File: src/rtl/uart_rx_fifo_if.sv
// Receive-FIFO bus interface.
// Bundles the receiver interrupt handshake (enable_data_interrupt, data, disable_data_interrupt)
// and the OS-side read port (read_nic, clr_overflow, data_out, read_nic_i, count, overflow).
//   master : receiver + OS side (drives the handshake request and read strobes)
//   slave  : the FIFO itself
interface uart_rx_fifo_if #(
  parameter int unsigned WORD_SIZE = 8,
  parameter int unsigned ADDR_W    = 4
);
  logic                 enable_data_interrupt;
  logic [WORD_SIZE-1:0] data;
  logic                 disable_data_interrupt;
  logic                 read_nic;
  logic                 clr_overflow;
  logic [WORD_SIZE-1:0] data_out;
  logic                 read_nic_i;
  logic [ADDR_W:0]      count;
  logic                 overflow;

  modport master (
    output enable_data_interrupt, data, read_nic, clr_overflow,
    input  disable_data_interrupt, data_out, read_nic_i, count, overflow
  );

  modport slave (
    input  enable_data_interrupt, data, read_nic, clr_overflow,
    output disable_data_interrupt, data_out, read_nic_i, count, overflow
  );
endinterface

File: src/rtl/uart_rx_fifo.sv
// Receive-side byte buffer between the UART receiver and the host controller.
// Captures one byte per receiver interrupt assertion, acknowledges it, and queues it in a
// circular FIFO that the OS drains with a read strobe.
// Ports:
//   clk    : system clock, rising edge
//   rst    : asynchronous active-low reset
//   bus_io : uart_rx_fifo_if.slave (handshake in/ack out, read strobe, data_out, status)
module uart_rx_fifo #(
  parameter int unsigned WORD_SIZE = 8,
  parameter int unsigned DEPTH     = 16,
  parameter int unsigned ADDR_W    = 4
) (
  input logic           clk,
  input logic           rst,
  uart_rx_fifo_if.slave bus_io
);

  localparam logic [ADDR_W:0] DepthCnt = (ADDR_W+1)'(DEPTH);

  typedef enum logic [0:0] {StWaitIrq, StAck} state_e;

  state_e                 state_q;
  logic                   ack_q;
  logic [WORD_SIZE-1:0]   mem_q [DEPTH];
  logic [ADDR_W-1:0]      wr_ptr_q, wr_ptr_d;
  logic [ADDR_W-1:0]      rd_ptr_q, rd_ptr_d;
  logic [ADDR_W:0]        count_q, count_d;
  logic [WORD_SIZE-1:0]   data_out_q, data_out_d;
  logic                   overflow_q, overflow_d;

  logic push_req, push_ok, pop_ok;

  // Only the capture edge in WaitIrq pushes, so a long-held interrupt yields one byte.
  assign push_req = (state_q == StWaitIrq) && bus_io.enable_data_interrupt;
  // Pop needs a stored byte; no bypass from a same-cycle push into an empty FIFO.
  assign pop_ok   = bus_io.read_nic && (count_q != '0);
  // A full FIFO still accepts the push when a pop frees a slot on the same edge.
  assign push_ok  = push_req && ((count_q < DepthCnt) || pop_ok);

  // Handshake FSM with registered acknowledge.
  always_ff @(posedge clk or negedge rst) begin
    if (!rst) begin
      state_q <= StWaitIrq;
      ack_q   <= 1'b0;
    end else begin
      case (state_q)
        StWaitIrq: begin
          if (bus_io.enable_data_interrupt) begin
            state_q <= StAck;
            ack_q   <= 1'b1;
          end
        end
        StAck: begin
          if (!bus_io.enable_data_interrupt) begin
            state_q <= StWaitIrq;
            ack_q   <= 1'b0;
          end
        end
        default: begin
          state_q <= StWaitIrq;
          ack_q   <= 1'b0;
        end
      endcase
    end
  end

  always_comb begin
    wr_ptr_d   = wr_ptr_q;
    rd_ptr_d   = rd_ptr_q;
    count_d    = count_q;
    data_out_d = data_out_q;
    overflow_d = overflow_q;

    if (push_ok) begin
      wr_ptr_d = wr_ptr_q + 1'b1;
    end
    if (pop_ok) begin
      rd_ptr_d   = rd_ptr_q + 1'b1;
      data_out_d = mem_q[rd_ptr_q];
    end

    if (push_ok && !pop_ok) begin
      count_d = count_q + 1'b1;
    end else if (pop_ok && !push_ok) begin
      count_d = count_q - 1'b1;
    end

    // A dropped byte wins over a simultaneous clear.
    if (push_req && !push_ok) begin
      overflow_d = 1'b1;
    end else if (bus_io.clr_overflow) begin
      overflow_d = 1'b0;
    end
  end

  always_ff @(posedge clk or negedge rst) begin
    if (!rst) begin
      wr_ptr_q   <= '0;
      rd_ptr_q   <= '0;
      count_q    <= '0;
      data_out_q <= '0;
      overflow_q <= 1'b0;
    end else begin
      wr_ptr_q   <= wr_ptr_d;
      rd_ptr_q   <= rd_ptr_d;
      count_q    <= count_d;
      data_out_q <= data_out_d;
      overflow_q <= overflow_d;
    end
  end

  // Storage is not reset; contents are only observable after a push.
  always_ff @(posedge clk) begin
    if (push_ok) begin
      mem_q[wr_ptr_q] <= bus_io.data;
    end
  end

  assign bus_io.disable_data_interrupt = ack_q;
  assign bus_io.data_out               = data_out_q;
  assign bus_io.count                  = count_q;
  assign bus_io.read_nic_i             = (count_q != '0);
  assign bus_io.overflow               = overflow_q;

endmodule

File: src/flat_wrapper.sv
// flat-port wrapper written by rule: the top's interface ports become plain ports
module uart_rx_fifo_flat 
#(
  parameter int unsigned WORD_SIZE = 8,
  parameter int unsigned DEPTH     = 16,
  parameter int unsigned ADDR_W    = 4
)
  (clk, rst, bus_io_enable_data_interrupt, bus_io_data, bus_io_read_nic, bus_io_clr_overflow, bus_io_disable_data_interrupt, bus_io_data_out, bus_io_read_nic_i, bus_io_count, bus_io_overflow);
  uart_rx_fifo_if #(.WORD_SIZE(WORD_SIZE), .ADDR_W(ADDR_W)) bus_io_i ();
  input logic clk;
  input logic rst;
  input wire logic [$bits(bus_io_i.enable_data_interrupt)-1:0] bus_io_enable_data_interrupt;
  input wire logic [$bits(bus_io_i.data)-1:0] bus_io_data;
  input wire logic [$bits(bus_io_i.read_nic)-1:0] bus_io_read_nic;
  input wire logic [$bits(bus_io_i.clr_overflow)-1:0] bus_io_clr_overflow;
  output wire logic [$bits(bus_io_i.disable_data_interrupt)-1:0] bus_io_disable_data_interrupt;
  output wire logic [$bits(bus_io_i.data_out)-1:0] bus_io_data_out;
  output wire logic [$bits(bus_io_i.read_nic_i)-1:0] bus_io_read_nic_i;
  output wire logic [$bits(bus_io_i.count)-1:0] bus_io_count;
  output wire logic [$bits(bus_io_i.overflow)-1:0] bus_io_overflow;
  assign bus_io_i.enable_data_interrupt = bus_io_enable_data_interrupt;
  assign bus_io_i.data = bus_io_data;
  assign bus_io_i.read_nic = bus_io_read_nic;
  assign bus_io_i.clr_overflow = bus_io_clr_overflow;
  assign bus_io_disable_data_interrupt = bus_io_i.disable_data_interrupt;
  assign bus_io_data_out = bus_io_i.data_out;
  assign bus_io_read_nic_i = bus_io_i.read_nic_i;
  assign bus_io_count = bus_io_i.count;
  assign bus_io_overflow = bus_io_i.overflow;
  uart_rx_fifo #(.WORD_SIZE(WORD_SIZE), .DEPTH(DEPTH), .ADDR_W(ADDR_W)) u_core (.clk(clk), .rst(rst), .bus_io(bus_io_i));
endmodule
File: config.mk
export PLATFORM = sky130hd
export DESIGN_NAME = uart_rx_fifo_flat
export DESIGN_NICKNAME = d
export VERILOG_FILES = /design/src/rtl/uart_rx_fifo_if.sv /design/src/rtl/uart_rx_fifo.sv /design/src/flat_wrapper.sv
export SDC_FILE = /design/constraint.sdc
export NUM_CORES = 1
export LEC_CHECK = 0
export CAP_MARGIN = 5
export CORE_ASPECT_RATIO = 1.1
export CORE_UTILIZATION = 30
export CTS_CLUSTER_DIAMETER = 60
export DETAILED_ROUTE_END_ITERATION = 12
export DONT_BUFFER_PORTS = 1
export PLACE_DENSITY_LB_ADDON = 0.2
export SYNTH_ARGS = -nofsm -noshare
export SYNTH_HDL_FRONTEND = slang
export SYNTH_SLANG_ARGS = --single-unit
File: constraint.sdc
create_clock -name clk -period 3.5 [get_ports clk]
set_input_delay 0.525 -clock clk [delete_from_list [all_inputs] [get_ports clk]]
set_output_delay 0.525 -clock clk [all_outputs]
set_load 0.02 [all_outputs]
Figure 1. Gate-type map.
Bar = 50 um.
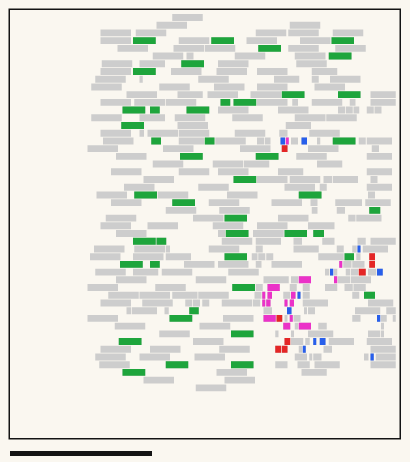
color	family	cells	most used
red	and/or cells	8	and2_1
blue	nand cells	12	nand2_1
green	mux cells	44	mux4_2
magenta	nor cells	16	nor2_1
combinational share of cell area: 0.214
Non-Filler Instances: 596
dominant logic cell type in the layout: edfxtp_1

Figure 2. Signal metal coverage by tile.
The die is cut into 27 by 30 equal tiles; black is low, pale yellow is high, scaled to the fullest tile. Values are wire area over tile area, all layers added.
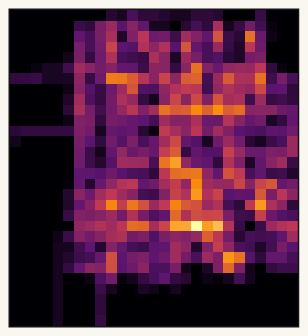
mean over tiles	0.092
emptiest ninth of the die	bottom left
densest ninth of the die	middle
fullest tile	0.42
nearly empty tiles	31%
tiles over half the peak	9.9%

==> flow_summary.yaml <==
# yosys + openroad results
worst_setup_path:
  cp.depth: 10
  path_cells: "nand2b_1 > nand2_1 > clkinv_1 > ha_1 > inv_1 > ha_1 > a21o_1 > a21oi_1 > mux2i_1 > xnor2_1"
  r2r_cells: 10
  max_stage_delay_ns: 0.53
  r2r_slack_ns: 0.70
  crit_arrival_ns: 3.13
  end_kind: "register"
  cp.required_ns: 3.83
  path_delay_family: "adder cells"
  crit_buf_inv: 2
drt:
  ant_nets: 0
  wire_per_inst_um: 21.0
  wirelength_um: 12500
  drc: 0
  drtPass1Iterations: 4
final_layout:
  stdcell_area_um2: 7050
  final_cell_mix: "128 x edfxtp_1, 33 x mux4_2, 22 x dfrtp_1, 17 x clkbuf_16, 16 x buf_4"
  dominant_cells: "registers"
  ff_count: 152
  buffers: 18
  drive_gt1_frac: 0.265
  utilization: 0.356
  largest-register: "u_core.mem_q"
  seq_area_um2: 4450
  largest_register_ff_count: 128
  area_growth_pct: 16.6
  final.fill_count: 1851
  nNonClkInverters: 11
  sh_seq_area: 0.631
logic_synthesis:
  synthCells: 310
  async_flop_share: 0.158
  ys_warn_count: 0
  ys.flops: 152
  ff_type: "edfxtp_1"
  most_common_cell: "edfxtp_1"
  syn-num-nets: 334
  top_cell_area_share: 0.636
  ys_types: 32
  synth_seq_share: 0.735
  syn_area_um2: 6040
  yosys-stat-area_um2: 6040
  yosys-top-cells-count: "128 x edfxtp_1, 33 x mux4_2, 24 x dfrtp_1"
  synth.area.top_cells: "edfxtp_1 64%, mux4_2 12%, dfrtp_1 9.9%, ha_1 2.1%, mux2i_1 1.3%"
floorplanning:
  rows: 54
  fp_util: 0.305
  core_area_um2: 19800
clocking:
  cts_root_buf: "clkbuf_16"
  clkLatencyLatePin_ns: 0.41
  cts_buffer_depth: 2
  post_cts_buffers: 0
  cts_max_level: 4
  cts_made_buffers: 17
final_timing:
  finalSetupTns_ns: 0
  setup_viol: 0
  finalClockPeriodUsage: 0.800
  fmax_ghz: 0.357
  setup_slack_ns: 0.701
  hold-worst-slack_ns: 0.141
  rsz0062_at_grt: "no"
  tightest_slew_ns: 0.888
power:
  peakVddDrop_uv: 361
  pg_clk_mw: 1.81
  clockPowerShare: 0.321
  seq-power_mw: 2.59
  switching_share: 0.301
  power-top-group: "registers"
run:
  cap_violations: 0
hold_path:
  hp-start: "bus_io_enable_data_interrupt"
grt:
  grt_remaining_overflow: 0
  grt_usage: 0.133
placed_design:
  dp.cells: 563
  place_ws_ns: 0.681
outcome:
  status: "finished clean"
Figure 3. Zoomed window.
Bar = 10 um. Region (56, 33) to (81, 58) um. Cells in gray, sequential cells in the stronger gray; small squares are vias.
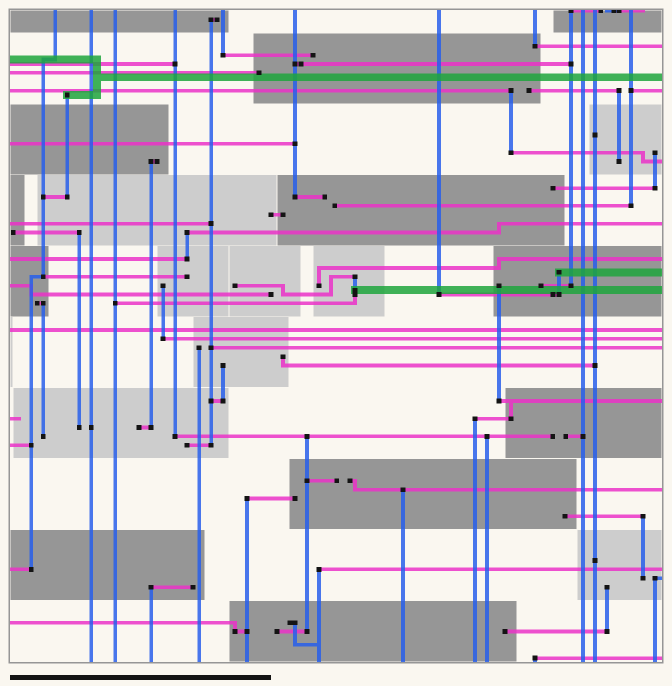
color	layer
blue	metal 2
green	metal 3
magenta	metal 1
sequential cells in the window	8
netlist names of flops here include	`u_core.mem_q` (8)
cells with their middle in the window	14
most frequent	edfxtp_1 (8), buf_4 (3)

-- what timing repair did --
item	in CTS	in global routing
hold buffers	2	0
hold endpoints to repair	24	0
endpoints found under the setup margin	0	0
resized	0	0
-- metal layers --
metal / GRT usage / part of all wire / vias to the layer above
met4: 0.0462 / 0.010 / 0
met5: 0 / 0 / -
met3: 0.0335 / 0.033 / 9
met2: 0.220 / 0.51 / 59
met1: 0.168 / 0.45 / 1535
li1: - / - / 1279
-- cell families (layout without fill, tap and decap cells) --
group / Yosys count / in the layout / synth area share
AOI/OAI and AO/OA: 31 / 31 / 0.0346
DFF: 152 / 152 / 0.735
and+or+nand+nor: 36 / 36 / 0.0306
xor gates and xnor gates: 10 / 10 / 0.0145
adders and majority gates: 11 / 11 / 0.0240
buffers and inverters: 26 / 60 / 0.0193
muxes: 44 / 44 / 0.142
Power and IR drop assume default switching activity.
